Run 1, PDN straps and rails:
(10 px per µm) Pins as bars on the die edge. Tap cells in gray.
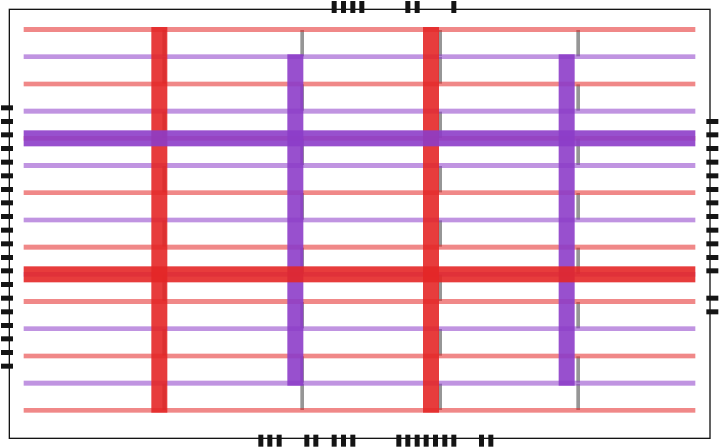
Run 1, cell classes on the final placement:
(10 px per µm) Fill, decap, tap and diode cells in gray.
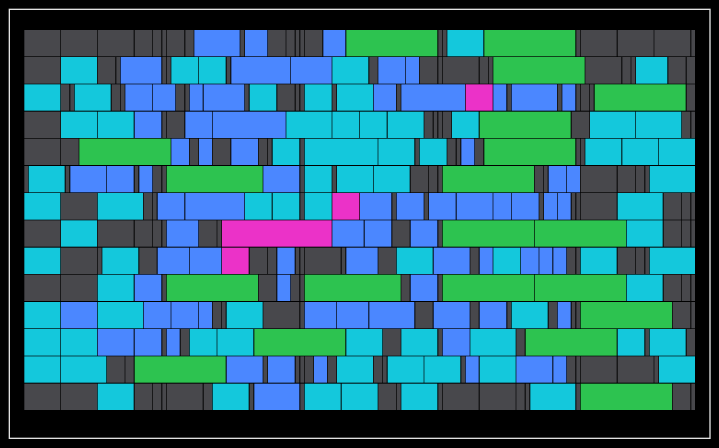
Run 1, clock network drawn from the DEF:
(8 px per µm)
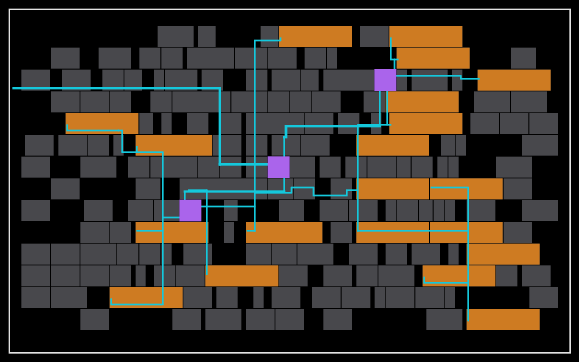
### src/rtl/fifo_wr_arbiter.sv
// Round-robin arbiter sharing fifo_buffer's single write port, with a 3-cycle write cadence.
// Optional `ARB_PRIO0_EN: requester 0 (alarm) gets fixed priority and may use the last FIFO slot.
module fifo_wr_arbiter #(
  parameter int NUM_REQ    = 4,
  parameter int DATA_WIDTH = 8,
  localparam int ID_WIDTH  = $clog2(NUM_REQ)
) (
  input  logic                          clk_1MHz,
  input  logic                          rst_n,
  input  logic [NUM_REQ-1:0]            req,
  input  logic [NUM_REQ*DATA_WIDTH-1:0] req_data,
  output logic [NUM_REQ-1:0]            ack,
  input  logic                          fifo_full,
  input  logic                          fifo_almost_full,
  output logic                          fifo_wr_en,
  output logic [DATA_WIDTH-1:0]         fifo_data_in,
  output logic [ID_WIDTH-1:0]           grant_id,
  output logic                          stall,
  output logic [1:0]                    fsm_state
);

  // Handshake: req[i] is valid, ack[i] is the one-cycle ready/taken pulse; the requester
  // holds req[i] and its word stable until it samples ack[i]=1, then may drop or reload.
  typedef enum logic [1:0] {
    IDLE  = 2'd0,
    WRITE = 2'd1,
    COOL1 = 2'd2,
    COOL2 = 2'd3
  } state_t;

  state_t              state;
  logic [ID_WIDTH-1:0] last;

  logic [ID_WIDTH-1:0] rr_win;
  logic                rr_found;
  int                  idx;

  // Rotating search starting just after the previous round-robin winner.
  always_comb begin
    rr_win   = '0;
    rr_found = 1'b0;
    idx      = 0;
    for (int k = 1; k <= NUM_REQ; k++) begin
      idx = (int'(last) + k) % NUM_REQ;
      if (!rr_found && req[idx[ID_WIDTH-1:0]]) begin
        rr_found = 1'b1;
        rr_win   = idx[ID_WIDTH-1:0];
      end
    end
  end

  logic                  grant_ok;
  logic                  grant_upd_last;
  logic [ID_WIDTH-1:0]   grant_win;
  logic [NUM_REQ-1:0]    win_onehot;
  logic [DATA_WIDTH-1:0] win_word;

  always_comb begin
    grant_ok       = 1'b0;
    grant_upd_last = 1'b0;
    grant_win      = '0;
`ifdef ARB_PRIO0_EN
    // Alarm word bypasses the rotation and may take the final slot; pointer stays put.
    if (req[0] && !fifo_full) begin
      grant_ok = 1'b1;
      grant_win = '0;
    end else if (rr_found && !fifo_full && !fifo_almost_full) begin
      grant_ok       = 1'b1;
      grant_upd_last = 1'b1;
      grant_win      = rr_win;
    end
`else
    if (rr_found && !fifo_full && !fifo_almost_full) begin
      grant_ok       = 1'b1;
      grant_upd_last = 1'b1;
      grant_win      = rr_win;
    end
`endif
  end

  always_comb begin
    win_onehot            = '0;
    win_onehot[grant_win] = 1'b1;
    win_word              = req_data[int'(grant_win)*DATA_WIDTH +: DATA_WIDTH];
  end

  always_ff @(posedge clk_1MHz or negedge rst_n) begin
    if (!rst_n) begin
      state        <= IDLE;
      fifo_wr_en   <= 1'b0;
      fifo_data_in <= '0;
      ack          <= '0;
      stall        <= 1'b0;
      grant_id     <= '0;
      last         <= ID_WIDTH'(NUM_REQ - 1);
    end else begin
      stall      <= (|req) && (fifo_full || fifo_almost_full);
      fifo_wr_en <= 1'b0;
      ack        <= '0;
      case (state)
        IDLE, COOL2: begin
          if (grant_ok) begin
            fifo_wr_en   <= 1'b1;
            fifo_data_in <= win_word;
            ack          <= win_onehot;
            grant_id     <= grant_win;
            if (grant_upd_last) last <= grant_win;
            state        <= WRITE;
          end else begin
            state <= IDLE;
          end
        end
        // Two cool-down cycles let fifo_buffer's registered flags reflect the last write.
        WRITE:   state <= COOL1;
        COOL1:   state <= COOL2;
        default: state <= IDLE;
      endcase
    end
  end

  assign fsm_state = state;

endmodule

### config.mk
export PLATFORM = sky130hd
export DESIGN_NAME = fifo_wr_arbiter
export DESIGN_NICKNAME = d
export VERILOG_FILES = /design/src/rtl/fifo_wr_arbiter.sv
export SDC_FILE = /design/constraint.sdc
export NUM_CORES = 1
export LEC_CHECK = 0
export CAP_MARGIN = 10
export CORE_ASPECT_RATIO = 0.6
export CORE_UTILIZATION = 40
export CTS_BUF_LIST = sky130_fd_sc_hd__clkbuf_4
export DETAILED_ROUTE_END_ITERATION = 7
export PLACE_DENSITY = 0.81
export SYNTH_ARGS = -nofsm -noshare
export SYNTH_HDL_FRONTEND = slang
export SYNTH_SLANG_ARGS = --single-unit
### constraint.sdc
create_clock -name clk_1MHz -period 1.9 [get_ports clk_1MHz]
set_input_delay 0.38 -clock clk_1MHz [delete_from_list [all_inputs] [get_ports clk_1MHz]]
set_output_delay 0.38 -clock clk_1MHz [all_outputs]
set_load 0.05 [all_outputs]
==> ci_impl_report.md, run 1 <==
## Synthesis and layout report

| Metric | Value |
|---|---|
| Layout cells sized above 1 | 20.6% |
| Max-Cap Viols | 0 |
| First-pass GRT wire length | roughly 5000 µm |
| Worst endpoint data arrival time | 2.03 ns |
| Reg-to-reg startpoint | last[1] |
| Via density | approximately 5.2 |
| Ys Warns | 0 |
| Count of final setup violators | 0 |
| Crit-path leading delay family | AND-OR/OR-AND gates |
| Number of inserted diodes | 0 |
| Row count | 14 |
| Post-synth cell types | 32 |
| Largest net degree at the start of global routing | 15 |
| Tot Pwr | 2.82 mW |
| Worst Setup Slack, final | 0.0375 ns |
| Critical Path RT | just over 2 ns |
| Post-Syn Area | 0.00111 mm² |
| Yosys Instances | 101 |
| Status | completed |
| Crit. End Element | flip-flop |
| Min Tclk post-route | about 1.9 ns |
| Clock sink count | 20 |
| Most frequent CP cell | a211oi_1 |
| # H-tree levels | 1 |
| DR pass1 iterations | 4 |
| Post-synthesis sequential area ratio | 45.4% |
| Die width | between 60 and 70 µm |
| Dpl hpwl | 2320 µm |
| Routability cong. | around 0.86 |
| Synthesized Nets | 142 |
| Final WL | 3060 µm |
| Reg-to-reg endpoint | fifo_data_in[5] |
| Worst setup path class | primary input to flip-flop |
| Fillers | 168 |
| Leak pwr | 0.885 nW |
| Post-layout util | 75.1% |
| Core Util at FP | a little over two fifths |
| Final #Nets | approximately 220 |
| HP Class | primary input to asynchronous set/reset pin |
| Setup crit start kind | primary input |
| Cycle use final | between 90% and 100% |
| Final slew viol count | 0 |
| Log Warnings | 27 |
| DR vias | between 1k and 1.5k |
| Placed cell areas | 0.00182 mm² |
| Placed cell count | 202 |
| Core ar. | 0.00256 mm² |
| IO Count | 58 |
| Peak supply drop | approximately 640 µV |
| Rel. slew slack | 64.0% |
| Flops out of synthesis | 20 |
| Layout Cells excl Fill | a little over 200 |
| Clock Skews | 0.0150 ns |
| Port Buf Inserts | 57 |
| Slowest CP cell | clkdlybuf4s50_1 |
| CTS tree | built |
| Worst path buffer plus inverter count | 1 |
| Worst Hold Slack | 0.354 ns |
| Initial DRC count | 55 |
| Layout area overhead | 73.6% |
| Pre-CTS setup slack | -0.277 ns |
| YS chip area | about 0.0011 mm² |
| Unrepaired setup endpoints after global routing | yes |
| CP max FO | 10 |
| Final instance area | 0.00192 mm² |
| PD cells | ~1500 mW/mm² |
| Root Buffer | clkbuf_4 |
| Global-route usage over all layers | 21.1% |
| Mean post-synth cell area | 11.0 µm² |
| DR WL/cell | 14.8 µm |
Notes on 'PDN straps and rails' above:
color	net
purple	VDD
red	VSS
met5 straps	2
signal pins	58
tap cells	32
met4 straps	4
rows	14

Notes on 'cell classes on the final placement' above:
color	class	cells
cyan	other buffers and delay cells	74
blue	all other logic	77
green	flip-flops	20
magenta	clock drivers and dummy loads	4

Notes on 'clock network drawn from the DEF' above:
[orange] flip-flops | count: 20
[purple] cells driving clock nets | count: 3
[cyan] clock wires | length: 276 µm
routed clock nets	4

-- run 1: Yosys cell counts (all sizes together) --
master	count	area (µm²)
dfrtp	18	450
a211oi	16	133
nor2	15	56.3
mux2i	8	80.1
o31a	7	61.3
inv	5	21.3
a21oi	4	42.5
nand2	3	18.8
nor3	3	20.0
nor3b	3	27.5
buf	2	16.3
clkbuf	2	11.3
dfstp	2	52.6
nand2b	2	12.5
o21a	2	15.0
or2b	2	18.8
a21o	1	7.51
ha	1	12.5
nand3	1	17.5
nor4b	1	8.76
o21ai	1	5.00
o31ai	1	7.51
or4	1	11.3
-- run 1: area by class of cell --
| class | count | area (µm²) | share of cell area (%) |
|---|---|---|---|
| repair buffers | 74 | 737 | 38.3 |
| multi-input cells | 72 | 568 | 29.6 |
| flip-flops and latches | 20 | 503 | 26.2 |
| well taps | 32 | 40.0 | 2.08 |
| clock inverters | 1 | 30.0 | 1.56 |
| clock buffers | 3 | 22.5 | 1.17 |
| inverters | 5 | 21.3 | 1.11 |
-- run 1: worst max path at each step --
stage / from / endpoint / slack, ns / depth (start not counted)
5_1_grt: req[3] / fifo_data_in[4] / -0.02 / 6
3_5_place_dp: req[1] / fifo_data_in[7] / -0.28 / 6
6_report: req[3] / fifo_data_in[5] / 0.04 / 6
2_1_floorplan: fsm_state[0] / fifo_data_in[0] / 0.09 / 8
4_1_cts: fifo_data_in[7] / fifo_data_in[7] / 0.004 / 1
3_3_place_gp: req[1] / fifo_data_in[3] / -0.19 / 6
-- run 1: layout by cell type, fill, tap and decap left out, types with 2 or more instances in the layout --
cell type	n
clkdlybuf4s50_1	45
dfrtp_1	18
buf_4	16
nor2_1	14
a211oi_1	13
dlymetal6s2s_1	11
mux2i_1	8
o31a_1	7
inv_1	4
clkbuf_4	3
nand2b_1	2
a21oi_4	2
o21a_1	2
nor3b_1	2
nor3_1	2
a211oi_2	2
a21oi_1	2
nand2_1	2
dfstp_2	2
-- run 1: per-layer routing --
layer	up-vias	track usage, %	routed length, µm
met3	4	6.89	209
met2	50	37.1	1470
met5	-	0	0
li1	521	-	-
met1	502	25.4	1350
met4	0	5.20	23
-- run 1: what timing repair did --
item	in CTS	in global routing
pin swaps	0	1
gates resized	1	14
buffers inserted	0	1
setup endpoints to repair	1	14
endpoints found under the hold margin	0	0
-- run 1: logic make-up (layout without fill, tap and decap cells) --
kind of cell | Yosys count | in the layout | synth area share, %
multiplexers | 8 | 8 | 7.23
adder cells (fa/ha/maj) | 1 | 1 | 1.13
AND/OR/NAND/NOR | 31 | 31 | 17.3
flip-flops | 20 | 20 | 45.4
buffers and inverters | 9 | 83 | 4.41
AND-OR/OR-AND | 32 | 32 | 24.5
-- run 1: sequential cells by signal, indices dropped and copies added (netlist names) --
register and count:
fifo_data_in 8, stall 1, grant_id 2, last 2
fsm_state 2, ack 4, fifo_wr_en 1
-- run 1: report_power, final --
group          internal, mW  total (mW)  switching, mW
Sequential            0.606       0.710          0.104
Clock                 0.213       0.357          0.144
Combinational         0.713        1.75           1.04
Run 1, signal wires by layer:
(10 px per µm)
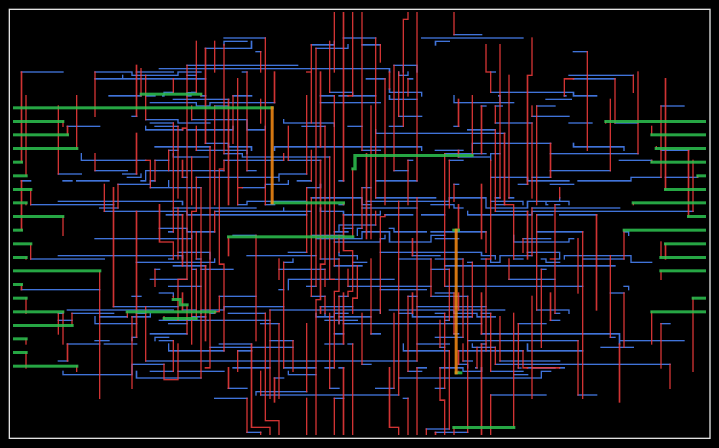

## Run 2: what changed since run 1
Settings changed: CORE_UTILIZATION 40 to 45, DONT_BUFFER_PORTS set to 1, PLACE_DENSITY 0.81 to unset.
Run 2, signal wires by layer:
(10 px per µm)
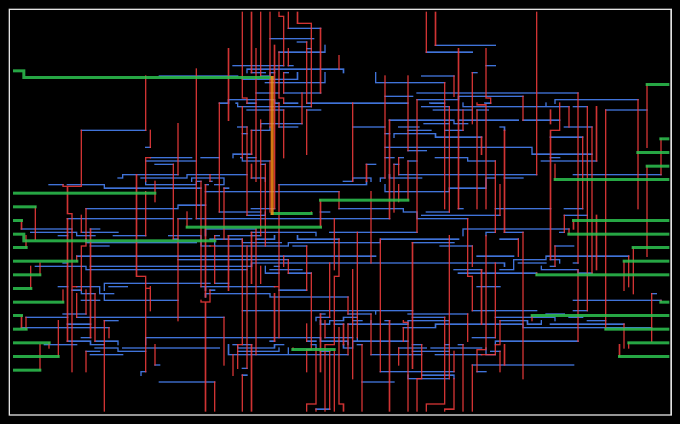
color	layer	wire length
orange	met4	13.6 µm
green	met3	211 µm
red	met2	1160 µm
blue	met1	1160 µm

==> run 2 against run 1 <==
Synthesized cell count stayed put. First-iteration DRC count is 13% higher. Sequential cell count stayed put. Clock power is 3% lower. Die size is 11% lower. Maximum frequency is 3.4% higher. Register-to-register slack worse by 0.05 ns. Critical endpoint is now fifo_data_in[6]. Largest cell class is now combinational gates.
==> ci_impl_report.md, run 2 <==
## Synthesis and layout report

| Metric | Value |
|---|---|
| Layout cells sized above 1 | 19.6% (-0.95 points) |
| IO Count | 58 (unchanged) |
| Worst setup path class | flip-flop to flip-flop |
| Reg-to-reg endpoint | fifo_data_in[6] |
| Crit-path leading delay family | AND-OR/OR-AND gates |
| First-pass GRT wire length | 4040 µm (-17%) |
| Root Buffer | clkbuf_4 |
| Min Tclk post-route | 1.80 ns (-0.0605 ns) |
| Clk_lat worst skew | 0.30 ns |
| Final #Nets | 149 (-31%) |
| Rel. slew slack | 38.1% (-26 points) |
| Count of final setup violators | 0 (unchanged) |
| Synth top cell by count | dfrtp_1 |
| Largest Register | fifo_data_in |
| Max reg flops | 8 (unchanged) |
| Async set-or-reset flop fraction in the synthesized netlist | 100% (unchanged) |
| Worst endpoint data arrival time | 2.00 ns (-0.03 ns) |
| Top cells by area | dfrtp_1 41%, a211oi_1 10%, mux2i_1 7.2% |
| Post-synth cell types | 32 (unchanged) |
| Routability cong. | 0.733 (-15%) |
| Port Buf Inserts | 0 (-100%) |
| Yosys Instances | 101 (unchanged) |
| Post-Syn Area | 0.00111 mm² (unchanged) |
| Top cells excl fill/tap | 18 x dfrtp_1, 15 x nor2_1, 15 x a211oi_1 |
| Worst Hold Slack | 0.187 ns (-0.167 ns) |
| Worst path buffer plus inverter count | 1 (unchanged) |
| Die width | 66.0 µm (-5.6%) |
| Reg-to-reg startpoint | last[0] |
| Setup bufs post-CTS | 0 (unchanged) |
| Post-synth top area cell | dfrtp_1 |
| Most instantiated logic cell after routing | dfrtp_1 |
| Combinational gate area | 556 µm² (-2.2%) |
| Clock sink count | 20 (unchanged) |
| Largest net degree at the start of global routing | 21 (+6) |
| Core ar. | 0.00224 mm² (-12%) |
| DR pass1 iterations | 4 (unchanged) |
| Log Warnings | 26 (-3.7%) |
| Number of inserted diodes | 0 (unchanged) |
| Main flop type after synthesis | dfrtp_1 |
| Pin slew with the least headroom to its limit | 0.926 ns |
| Core Util at FP | 49.3% (+6.0 points) |
| Dpl hpwl | 1910 µm (-18%) |
| HP Class | primary input to flip-flop |
| Flops out of synthesis | 20 (unchanged) |
| Via density | 5.96 (+15%) |
| DR vias | 817 (-24%) |
| Mean post-synth cell area | 11.0 µm² (unchanged) |
| Biggest regs | fifo_data_in (8), ack (4) |
| Clock Skews | 0.00415 ns (-0.0108 ns) |
| Critical Path RT | 2.10 ns (+0.03 ns) |
| Synthesized Nets | 142 (unchanged) |
| Layout area overhead | 9.94% |
| Slowest CP cell | dfstp_2 |
| Post-synth EDFFs | 0 (unchanged) |
| Status | completed |
| CTS tree | built |
| CP max FO | 12 (+2) |
| Leak pwr | 0.510 nW (-42%) |
| YS chip area | 0.00111 mm² (unchanged) |
| PD cells | 1930 mW/mm² (+32%) |
| Unrepaired setup endpoints after global routing | no |
| Final slew viol count | 0 (unchanged) |
| Commonest cells in the netlist | 18 x dfrtp_1, 15 x a211oi_1, 15 x nor2_1 |
| Ys Warns | 0 (unchanged) |
| Initial DRC count | 62 (+13%) |
| Dominant cell area share | 40.7% (unchanged) |
| Max-Cap Viols | 0 (unchanged) |
| # H-tree levels | 1 (unchanged) |
| Post-synthesis sequential area ratio | 45.4% (unchanged) |
| Setup crit start kind | flip-flop |
| Row count | 13 (-1) |
| Cycle use final | 94.8% (-3.2 points) |
| Global-route usage over all layers | 21.9% (+0.78 points) |
| Storage cell area | 503 µm² (unchanged) |
| Peak supply drop | 979 µV (+53%) |
| DRC | 0 |
| DR WL/cell | 18.6 µm (+26%) |
| Final WL | 2550 µm (-17%) |
| Fillers | 198 (+18%) |
| CTS resizes | 0 (-1) |
| Crit. End Element | flip-flop |
[run 2: netlist changes by cell type in the layout (fill, tap and decap cells not counted), moves of 2 or more]
cell             previous run  this run
dlymetal6s2s_1             11         0
a211oi_1                   13        15
clkdlybuf4s50_1            45         0
buf_4                      16         5
a211oi_2                    2         0
[run 2: how the worst max path moves through the flow]
stage / slack [ns] / cells past startpoint / to / startpoint
floorplan: 0.09 / 8 / fifo_data_in[0] / fsm_state[0]
global placement: 0.16 / 6 / fifo_data_in[6] / req[3]
detailed placement: 0.11 / 6 / fifo_data_in[6] / req[3]
CTS: 0.09 / 6 / fifo_data_in[6] / last[0]
global route: 0.02 / 6 / fifo_data_in[6] / last[1]
finish: 0.1 / 6 / fifo_data_in[6] / last[0]
[run 2: final cells by class]
type,count,share of cell area (%)
flip-flops and latches,20,41.3
repair buffers,6,3.91
well taps,30,3.08
clock inverters,1,2.47
multi-input cells,72,45.6
inverters,5,1.75
clock buffers,3,1.85
[run 2: layer usage]
layer,wire length [µm],share of wire [%],track usage (%),up-vias
met5,0,0,0,-
met4,13,0.51,5.85,0
met3,211,8.3,8.24,2
met2,1160,46,36.5,36
met1,1160,46,27.4,394
li1,-,-,-,385
[run 2: kinds of logic after synthesis]
group	synth area share (%)
adders and majority gates	1.13
AOI/OAI and AO/OA	24.5
and+or+nand+nor	17.3
muxes	7.23
buffers and inverters	4.41
DFF	45.4
[run 2: timing repair]
| action | CTS | global route |
|---|---|---|
| endpoints found under the hold margin | 20 | 0 |
| endpoints found under the setup margin | 0 | 0 |
| hold buffers | 1 | 0 |
[run 2: through the flow]
step	cells	setup WS [ns]	area [µm²]	utilization (%)	total power, mW
floorplan	101	0.0858	1110	-	1.81
global placement	132	0.165	1150	51.4	1.98
detailed placement	132	0.109	1150	51.4	2.01
CTS	137	0.0893	1220	54.2	2.37
global route	137	0.0213	1220	54.2	2.50
finish	137	0.0980	1220	54.2	2.35
[run 2: power by group]
| part | switching, mW | internal, mW |
|---|---|---|
| clock network | 0.133 | 0.213 |
| registers | 0.553 | 0.599 |
| logic | 0.512 | 0.342 |
No activity file was given, so power comes from the tool's default toggle rates.
